==> run_1/placement_by_type.png <==
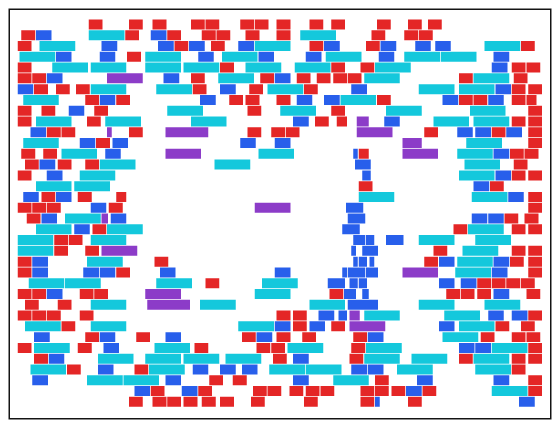
==> run_1/power_grid.png <==
The bar under the picture is 50 µm long. Pins as bars on the die edge. Tap cells in gray.
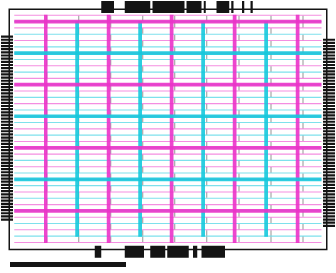
==> run_1/clk_routes.png <==
The bar under the picture is 50 µm long.
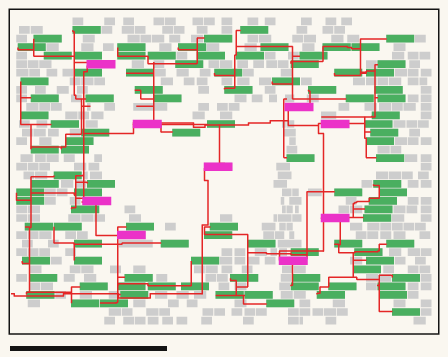
==> run_1/wires.png <==
The bar under the picture is 50 µm long. Only two layers are drawn.
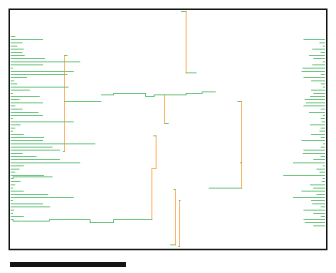
==> config.mk <==
export PLATFORM = sky130hd
export DESIGN_NAME = lsu_mem_handshake_flat
export DESIGN_NICKNAME = d
export VERILOG_FILES = /design/src/rtl/lsu_mem_handshake_if.sv /design/src/rtl/lsu_mem_handshake.sv /design/src/flat_wrapper.sv
export SDC_FILE = /design/constraint.sdc
export NUM_CORES = 1
export LEC_CHECK = 0
export CAP_MARGIN = 10
export CORE_ASPECT_RATIO = 0.75
export CORE_MARGIN = 1.5
export CORE_UTILIZATION = 30
export CTS_CLUSTER_DIAMETER = 30
export DETAILED_ROUTE_END_ITERATION = 6
export PLACE_DENSITY = 0.68
export SYNTH_ARGS = -nofsm -noshare
export SYNTH_HDL_FRONTEND = slang
export SYNTH_SLANG_ARGS = --single-unit
==> constraint.sdc <==
create_clock -name i_clk -period 5 [get_ports i_clk]
set_input_delay 1.25 -clock i_clk [delete_from_list [all_inputs] [get_ports i_clk]]
set_output_delay 1.25 -clock i_clk [all_outputs]
set_load 0.1 [all_outputs]
==> flow_summary.rst, run 1 <==
Physical design figures
=======================

.. list-table::
   :header-rows: 1

   * - Metric
     - Value
   * - Total overflow reported by the global router
     - 0
   * - Layout-stage area growth over the synthesis result
     - 64.4%
   * - Via count of the first global-routing pass
     - 2,886
   * - Uppermost routed layer
     - met4
   * - Fraction of area in multi-input gates
     - 20.4%
   * - N_diodes
     - 0
   * - Buf+Inv Stages, Crit Path
     - 2
   * - Most numerous logic cell after layout
     - sky130_fd_sc_hd__clkdlybuf4s50_1
   * - Count of unique library cells instantiated by Yosys
     - 19
   * - CTS tree
     - yes
   * - Path type of the worst setup path
     - register to output pin
   * - Count of tool warnings
     - 31
   * - Top cells by area
     - sky130_fd_sc_hd__dfrtp_1, sky130_fd_sc_hd__mux2_2, sky130_fd_sc_hd__ha_1, sky130_fd_sc_hd__buf_2, sky130_fd_sc_hd__buf_6
   * - Crit path required time
     - 3.75 ns
   * - Synth logic family
     - multiplexers
   * - Post-layout utilization of the core
     - 50.6%
   * - Wirelength, routed
     - 9.49 mm
   * - Cell area after synthesis
     - 0.00399 mm²
   * - Avg Vias per Cell
     - 4.37
   * - Worst hold path depth
     - 1
   * - Tally of clock buffers in the finished layout
     - 11
   * - HPWL after detailed placement
     - 6.87 mm
   * - Number of antenna violations at the first check in global routing
     - 0
   * - Outcome
     - completed
   * - Worst-case reg-to-reg path depth
     - 5
   * - Met1 usage
     - 16.1%
   * - Cell at the root of the clock tree
     - sky130_fd_sc_hd__clkbuf_16
   * - Stage delay of the slowest cell on the critical path
     - 1.14 ns
   * - Critical-path cell with the highest stage delay
     - sky130_fd_sc_hd__clkdlybuf4s50_1
   * - Final-report hold violation count
     - 0
   * - Area share of the largest cell type after synthesis
     - 64.5%
   * - Biggest cell category by area in the final layout
     - flip-flops and latches
   * - Total DRC errors in the routed layout
     - 0
   * - Post-Route Hold Slack
     - 0.501 ns
   * - Maximum Capacitance Violations
     - 0
   * - Clock transition time at the flip-flop clock pins of the worst setup and hold paths
     - 0.07 ns
   * - Worst slack at placement
     - 1.58 ns
   * - Most numerous cell types in the synthesized netlist
     - sky130_fd_sc_hd__dfrtp_1, sky130_fd_sc_hd__mux2_2, sky130_fd_sc_hd__buf_2
   * - Dominant cell by count in the synthesized netlist
     - sky130_fd_sc_hd__dfrtp_1
   * - EDFF count, synth
     - 0
   * - Clk sink count
     - 103
   * - Max Root-Sink Buffers
     - 2
   * - Final setup viols
     - 0
   * - Most frequent cells in the layout
     - sky130_fd_sc_hd__clkdlybuf4s50_1, sky130_fd_sc_hd__dfrtp_1, sky130_fd_sc_hd__mux2_2
   * - Met1 WL
     - 3.93 mm
   * - Floorplan-stage core utilization
     - 30.8%
   * - Yosys warning total
     - 0
   * - Grt met3 use
     - 6.78%
   * - Number of buffers added by the clock tree synthesis step
     - 9
   * - Final sum of negative setup slack
     - 0 ns
   * - Count of boundary I/O pins
     - 211
   * - Worst setup margin
     - 1.39 ns
   * - Gate Area
     - 0.00134 mm²
   * - Proportion of register bits with asynchronous set or reset after synthesis
     - 100%
   * - Simple Share, Synth
     - 1.44%
   * - H-tree depth
     - 3
   * - Register share after synthesis
     - 64.5%
   * - Final Max Tran Viols
     - 0
   * - Tally of filler cells in the layout
     - 1,090
   * - Critical path peak fanout
     - 5
About placement_by_type.png:
[cyan] flops | cells: 103 | share of their area: 41%
[purple] clock drivers and dummy loads | cells: 16 | share of their area: 5.1%
[red] other buffers and delay cells | cells: 211 | share of their area: 33%
[blue] combinational and other logic | cells: 126 | share of their area: 21%
Core Rows: 36
placeable core area: 0.0130 mm²
post-route cell area: 0.00657 mm²

About power_grid.png:
[magenta] VSS
[cyan] VDD
met5 straps: 7
rows: 36
die x size: 136 µm
Die Ht: 103 µm

About clk_routes.png:
[red] clock wires | length: 1,300 µm
[green] flip-flops | count: 103
[magenta] clock drivers | count: 9
routed clock nets: 10
flops lie: widely spread
clock latency reported for the late side of the worst-skew pair: 0.34 ns

About wires.png:
[orange] metal 4 | wire length: 199 µm
[green] metal 3 | wire length: 1,070 µm
average wire per standard cell: 15.1 µm
vias after detailed routing: 2,741
all-layer global routing usage: 13.7%

==> inputs of run 2 (changes only) <==
clock period = 3.5 ns   (was 5 ns; I/O delays follow)
==> run_2/power_grid.png <==
The bar under the picture is 50 µm long. Pins as bars on the die edge. Tap cells in gray.
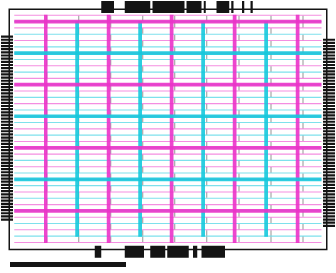
[cyan] VDD
[magenta] VSS
met5 straps: 7
met4 straps: 9
tap cells: 171

==> run 2 against run 1 <==
Synthesized cell count stayed put. Critical path depth stayed put. Via count stayed put. Die size stayed put. Sequential share of layout area is 1.7 points higher. Critical endpoint is now o_stall_lsu.
==> flow_summary.rst, run 2 <==
Physical design figures
=======================

.. list-table::
   :header-rows: 1

   * - Metric
     - Value
   * - Outcome
     - completed
   * - Crit path required time
     - 2.62 ns
   * - Worst slack at placement
     - 0.798 ns
   * - Maximum Capacitance Violations
     - 0
   * - Count of tool warnings
     - 31
   * - Core Rows
     - 36
   * - Most numerous cell types in the synthesized netlist
     - sky130_fd_sc_hd__dfrtp_1, sky130_fd_sc_hd__mux2_2, sky130_fd_sc_hd__buf_2
   * - Number of buffers added by the clock tree synthesis step
     - 9
   * - EDFF count, synth
     - 0
   * - Sequential cells
     - 103
   * - Total overflow reported by the global router
     - 0
   * - Post-route cell area
     - 0.00629 mm²
   * - Register share after synthesis
     - 64.5%
   * - Worst hold path depth
     - 1
   * - Wirelength, routed
     - 9.65 mm
   * - Buf+Inv Stages, Crit Path
     - 2
   * - Total of hold buffers inserted after clock tree synthesis
     - 0
   * - Yosys warning total
     - 0
   * - Uppermost routed layer
     - met4
   * - Area share of the largest cell type after synthesis
     - 64.5%
   * - Biggest cell category by area in the final layout
     - flip-flops and latches
   * - Min Tclk post-route
     - 2.64 ns
   * - All-layer global routing usage
     - 13.5%
   * - Final sum of negative setup slack
     - 0 ns
   * - Simple Share, Synth
     - 1.44%
   * - Synth logic family
     - multiplexers
   * - Floorplan-stage core utilization
     - 30.8%
   * - CTS tree
     - yes
   * - Fraction of area in multi-input gates
     - 21.2%
   * - Worst setup margin
     - 0.856 ns
   * - Path type of the worst setup path
     - input port to output pin
   * - Cell at the root of the clock tree
     - sky130_fd_sc_hd__clkbuf_16
   * - Via count of the first global-routing pass
     - 2,810
   * - Placeable core area
     - 0.0130 mm²
   * - N_diodes
     - 0
   * - Die x size
     - 136 µm
   * - Final Max Tran Viols
     - 0
   * - Worst-case reg-to-reg path depth
     - 5
   * - Most frequent cells in the layout
     - sky130_fd_sc_hd__buf_4, sky130_fd_sc_hd__clkdlybuf4s50_1, sky130_fd_sc_hd__dfrtp_1
   * - Critical-path cell with the highest stage delay
     - sky130_fd_sc_hd__clkdlybuf4s50_1
   * - Number of antenna violations at the first check in global routing
     - 0
   * - Dominant cell by count in the synthesized netlist
     - sky130_fd_sc_hd__dfrtp_1
   * - Post-Route Hold Slack
     - 0.505 ns
   * - Most numerous logic cell after layout
     - sky130_fd_sc_hd__buf_4
   * - Avg Vias per Cell
     - 4.36
   * - Final-report hold violation count
     - 0
   * - Setup bufs post-CTS
     - 0
   * - RSZ-0062 raised after global routing
     - false
   * - Clock latency reported for the late side of the worst-skew pair
     - 0.34 ns
   * - Average wire per standard cell
     - 15.4 µm
   * - Cell area after synthesis
     - 0.00399 mm²
   * - Stage delay of the slowest cell on the critical path
     - 0.52 ns
   * - Grt met3 use
     - 6.54%
   * - Total DRC errors in the routed layout
     - 0
   * - Gate Area
     - 0.00134 mm²
   * - Kind of start point of the critical path
     - input port
   * - Leading area contributor after synthesis
     - sky130_fd_sc_hd__dfrtp_1
   * - HPWL after detailed placement
     - 7.18 mm
   * - Tally of filler cells in the layout
     - 1,156
   * - Critical path peak fanout
     - 2
   * - H-tree depth
     - 3
   * - Vias after detailed routing
     - 2,741
   * - Cell-by-cell trace of the critical path
     - clkdlybuf4s50_1 -> nand2_4 -> nand2_1 -> buf_12
   * - Data arrival time of the critical path
     - 1.77 ns
   * - Layout-stage area growth over the synthesis result
     - 57.5%
   * - Clock transition time at the flip-flop clock pins of the worst setup and hold paths
     - 0.07 ns
   * - Count of unique library cells instantiated by Yosys
     - 19
   * - Top cells by area
     - sky130_fd_sc_hd__dfrtp_1, sky130_fd_sc_hd__mux2_2, sky130_fd_sc_hd__ha_1, sky130_fd_sc_hd__buf_2, sky130_fd_sc_hd__buf_6
   * - Met1 WL
     - 3.88 mm
   * - Post-layout utilization of the core
     - 48.5%
   * - Proportion of register bits with asynchronous set or reset after synthesis
     - 100%
   * - Non-clock buffer share of cell area
     - 30.0%
   * - Area fraction in full adders, half adders and majority gates
     - 1.88%
   * - Die Ht
     - 103 µm
   * - Clk sink count
     - 103
   * - Final setup viols
     - 0
   * - Max Root-Sink Buffers
     - 2
   * - Met1 usage
     - 15.5%
